class_map.png
Fill, decap, tap and diode cells in gray.
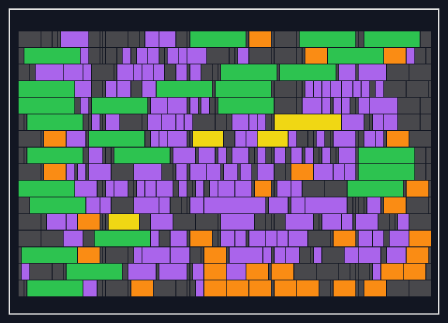
placed.png
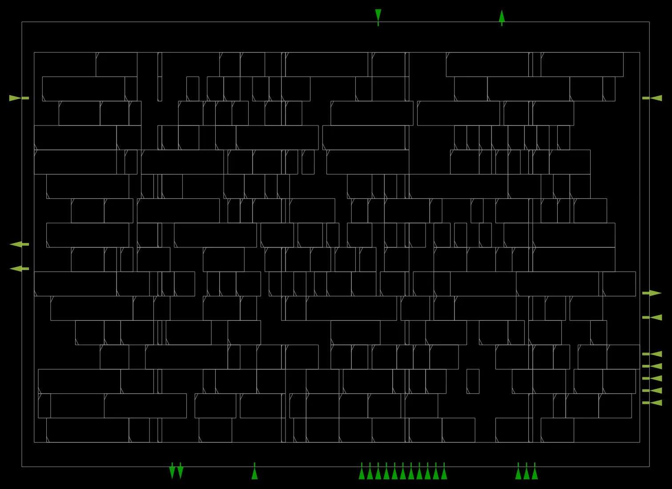
m3.png
Bar = 20 um.
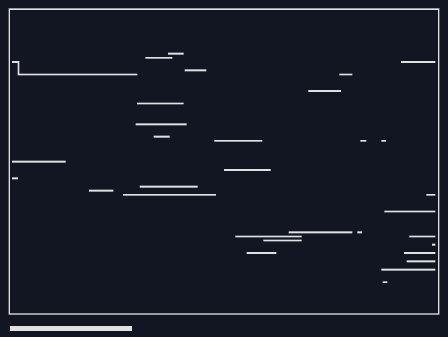
==> config.mk <==
export PLATFORM = sky130hd
export DESIGN_NAME = seq_unlock_fsm
export DESIGN_NICKNAME = d
export VERILOG_FILES = /design/src/rtl/seq_unlock_fsm.sv
export SDC_FILE = /design/constraint.sdc
export NUM_CORES = 1
export LEC_CHECK = 0
export CAP_MARGIN = 10
export CORE_ASPECT_RATIO = 0.7
export CORE_UTILIZATION = 52
export DETAILED_ROUTE_END_ITERATION = 12
export PLACE_DENSITY_LB_ADDON = 0.05
export SYNTH_ARGS = -nofsm -noshare
export SYNTH_HDL_FRONTEND = slang
export SYNTH_SLANG_ARGS = --single-unit
==> constraint.sdc <==
create_clock -name clk -period 3.69 [get_ports clk]
set_input_delay 0.369 -clock clk [delete_from_list [all_inputs] [get_ports clk]]
set_output_delay 0.369 -clock clk [all_outputs]
set_load 0.005 [all_outputs]
==> src/rtl/seq_unlock_fsm.sv <==
// seq_unlock_fsm: parametrised sequence-unlock state machine.
// Matches a symbol stream against a key; repeated failures trigger a timed lockout.
module seq_unlock_fsm #(
    parameter int SYM_W          = 4,
    parameter int SEQ_LEN        = 4,
    parameter int TIMEOUT        = 16,
    parameter int MAX_FAILS      = 3,
    parameter int LOCKOUT_CYCLES = 64
) (
    input  logic                         clk,
    input  logic                         rst,
    input  logic                         sym_valid,
    input  logic [SYM_W-1:0]             sym,
    input  logic [SEQ_LEN*SYM_W-1:0]     key,
    input  logic                         clear,
    output logic                         unlocked,
    output logic                         fail_pulse,
    output logic                         locked_out,
    output logic [$clog2(SEQ_LEN+1)-1:0] progress
);

    localparam int PW = $clog2(SEQ_LEN + 1);
    localparam int TW = $clog2(TIMEOUT + 1);
    localparam int FW = $clog2(MAX_FAILS + 1);
    localparam int LW = $clog2(LOCKOUT_CYCLES + 1);

    localparam logic [PW-1:0] IDX_LAST  = PW'(SEQ_LEN - 1);
    localparam logic [TW-1:0] IDLE_LAST = TW'(TIMEOUT - 1);
    localparam logic [FW-1:0] FAIL_LAST = FW'(MAX_FAILS - 1);
    localparam logic [LW-1:0] LOCK_LOAD = LW'(LOCKOUT_CYCLES - 1);

    // Binary encoding in 3 bits leaves spare codes that must fall into LOCKOUT.
    localparam logic [2:0] S_IDLE     = 3'd0;
    localparam logic [2:0] S_MATCH    = 3'd1;
    localparam logic [2:0] S_UNLOCKED = 3'd2;
    localparam logic [2:0] S_LOCKOUT  = 3'd3;

    logic [2:0]       state_q, state_d;
    logic [PW-1:0]    idx_q, idx_d;
    logic [TW-1:0]    idle_q, idle_d;
    logic [FW-1:0]    fail_cnt_q, fail_cnt_d;
    logic [LW-1:0]    lock_q, lock_d;

    logic             unlocked_q, unlocked_d;
    logic             fail_pulse_q, fail_pulse_d;
    logic             locked_out_q, locked_out_d;
    logic [PW-1:0]    progress_q, progress_d;

    logic [SYM_W-1:0] exp_sym;
    logic             sym_hit;
    logic             fail_ev;

    // Select the key slot the current attempt is waiting for.
    always_comb begin
        exp_sym = '0;
        for (int i = 0; i < SEQ_LEN; i++) begin
            if (idx_q == PW'(i)) begin
                exp_sym = key[i*SYM_W +: SYM_W];
            end
        end
    end

    assign sym_hit = (sym == exp_sym);

    // State and registered outputs; reset returns everything to idle values.
    always_ff @(posedge clk or posedge rst) begin
        if (rst) begin
            state_q      <= S_IDLE;
            idx_q        <= '0;
            idle_q       <= '0;
            fail_cnt_q   <= '0;
            lock_q       <= '0;
            unlocked_q   <= 1'b0;
            fail_pulse_q <= 1'b0;
            locked_out_q <= 1'b0;
            progress_q   <= '0;
        end else begin
            state_q      <= state_d;
            idx_q        <= idx_d;
            idle_q       <= idle_d;
            fail_cnt_q   <= fail_cnt_d;
            lock_q       <= lock_d;
            unlocked_q   <= unlocked_d;
            fail_pulse_q <= fail_pulse_d;
            locked_out_q <= locked_out_d;
            progress_q   <= progress_d;
        end
    end

    // Next-state logic: symbol matching, timeout, failure accounting, lockout.
    always_comb begin
        state_d    = state_q;
        idx_d      = idx_q;
        idle_d     = idle_q;
        fail_cnt_d = fail_cnt_q;
        lock_d     = lock_q;
        fail_ev    = 1'b0;

        unique case (state_q)
            S_IDLE: begin
                if (sym_valid) begin
                    if (sym_hit) begin
                        state_d = S_MATCH;
                        idx_d   = PW'(1);
                        idle_d  = '0;
                    end else begin
                        fail_ev = 1'b1;
                    end
                end
            end
            S_MATCH: begin
                // A valid symbol wins over an expiring idle timer.
                if (sym_valid) begin
                    if (sym_hit) begin
                        if (idx_q == IDX_LAST) begin
                            state_d    = S_UNLOCKED;
                            idx_d      = '0;
                            idle_d     = '0;
                            fail_cnt_d = '0;
                        end else begin
                            idx_d  = idx_q + PW'(1);
                            idle_d = '0;
                        end
                    end else begin
                        fail_ev = 1'b1;
                    end
                end else if (idle_q == IDLE_LAST) begin
                    fail_ev = 1'b1;
                end else begin
                    idle_d = idle_q + TW'(1);
                end
            end
            S_UNLOCKED: begin
                if (clear) begin
                    state_d = S_IDLE;
                end
            end
            S_LOCKOUT: begin
                if (lock_q == '0) begin
                    state_d = S_IDLE;
                end else begin
                    lock_d = lock_q - LW'(1);
                end
            end
            default: begin
                // Corrupted state: fail secure by serving a full lockout.
                state_d    = S_LOCKOUT;
                lock_d     = LOCK_LOAD;
                idx_d      = '0;
                idle_d     = '0;
                fail_cnt_d = '0;
            end
        endcase

        // A failed attempt abandons progress; the last allowed one locks out.
        if (fail_ev) begin
            idx_d  = '0;
            idle_d = '0;
            if (fail_cnt_q == FAIL_LAST) begin
                state_d    = S_LOCKOUT;
                lock_d     = LOCK_LOAD;
                fail_cnt_d = '0;
            end else begin
                state_d    = S_IDLE;
                fail_cnt_d = fail_cnt_q + FW'(1);
            end
        end
    end

    // Output decode from the next state so the output registers track it.
    always_comb begin
        unlocked_d   = (state_d == S_UNLOCKED);
        locked_out_d = (state_d == S_LOCKOUT);
        fail_pulse_d = fail_ev;
        progress_d   = (state_d == S_MATCH) ? idx_d : '0;
    end

    assign unlocked   = unlocked_q;
    assign fail_pulse = fail_pulse_q;
    assign locked_out = locked_out_q;
    assign progress   = progress_q;

endmodule

==> results.tsv <==
stage	metric	value	unit
clocking	total of hold buffers inserted after clock tree synthesis	0	
clocking	Num CTS Buffers	3	
placed_design	count of input and output buffers	29	
worst_setup_path	crit end category	flip-flop	
final_timing	final-report hold violation count	0	
power_and_ir_drop	VDD IR max	0.000226	V
power_and_ir_drop	PD cells	334	mW/mm^2
status	status	finished, final reports clean	
worst_hold_path	Min-Delay Path Depth	1	
floorplanning	Initial Util	57.3	%
final_timing	Max Clk Rate	305	MHz
worst_setup_path	required time of the critical path	3.82	ns
final_timing	Tightest Pin Transition	0.952	ns
worst_setup_path	slowest CP cell	a2111oi_1	
worst_setup_path	Worst path top cell family by delay	AND-OR/OR-AND gates	
synth	Post-synth EDFFs	0	
worst_setup_path	number of cells on the critical path	11	
clocking	CTS tree	done	
worst_hold_path	hold path startpoint	lock_q[5]	
clocking	Setup Buffers After CTS	0	
final_layout	Layout Area Growth over Synthesis	23.6	%
final_timing	Post-Route Hold Slack	0.535	ns
final_timing	fin crit share	88.9	%
routing	post-detailed-route via-to-cell ratio	5.94	
clocking	H-Tree Level Count	1	
flow_run	tally of OpenROAD warnings	30	
About class_map.png:
| color | class | cells | share of their area |
|---|---|---|---|
| orange | remaining buffers and delay cells | 30 | 15% |
| green | sequential cells | 26 | 32% |
| yellow | clock drivers and dummy loads | 4 | 3.5% |
| purple | remaining logic cells | 156 | 50% |
Rows: 16
Seq area share: 31.2%
total non-filler cell area in the finished layout: 0.00208 sq mm
share of the core filled with cells: 70.8%

About placed.png:
count of filler cells inserted in the layout: 224
final cell count without fillers: 252
final sequential cell count: 26
core box area: 0.00294 sq mm
number of tap cells inserted: 36

About m3.png:
wire length on this layer: 178 um
main direction: horizontal
final WL: 4.01 mm
via total after detailed routing: 1497
met3 usage in global routing: 4.91%

## power breakdown
part / switching [uW] / internal [uW]
Sequential: 22.9 / 301
Combinational: 71.1 / 67.1
Clock: 89.0 / 145
## cells by family after synthesis
group	count (synthesis)	share of synthesized area, %
muxes	3	1.85
DFF	26	38.6
adders and majority gates	8	5.93
AOI/OAI and AO/OA	52	22.4
buffers and inverters	18	4.08
other	1	0.222
and+or+nand+nor	73	24.3
xor gates and xnor gates	5	2.60
## worst max path at each step
stage	from	to	slack [ns]
after floorplan	idx_q[1]	locked_out	1.03
after global placement	idx_q[1]	locked_out	0.61
after detailed placement	idx_q[1]	locked_out	0.48
after CTS	idx_q[1]	locked_out	0.45
after global routing	idx_q[1]	locked_out	0.19
final	idx_q[1]	locked_out	0.41
## registers in the layout (all words and copies together), names as in the netlist
name / cells
idle_q: 5
state_q: 3
lock_q: 7
idx_q: 3
unlocked: 1
fail_cnt_q: 2
fail_pulse: 1
progress: 3
locked_out: 1
## Yosys cell counts (3+ instances only)
master	number	share of area, %
or3_1	3	1.1
nand3b_1	4	1.8
nor2b_1	8	3.0
xor2_1	3	1.6
nand2_1	16	3.6
nor2_1	15	3.3
nand3_1	4	1.2
clkbuf_1	3	0.67
nor3_1	5	1.5
a21oi_1	12	3.6
and3b_1	3	1.6
dfrtp_1	26	39
and2_1	3	1.1
ha_1	8	5.9
a221oi_1	3	1.6
o21ai_0	14	4.2
inv_1	14	3.1
## routing by layer
metal / part of all wire [%] / wire length (um) / track usage (%)
met3: 4.4 / 177 / 4.91
met2: 44 / 1780 / 39.7
met1: 50 / 2000 / 36.1
met4: 1.4 / 55 / 5.33
met5: 0 / 0 / 0
Power figures rest on the tool's default switching activity, not on a simulated workload.
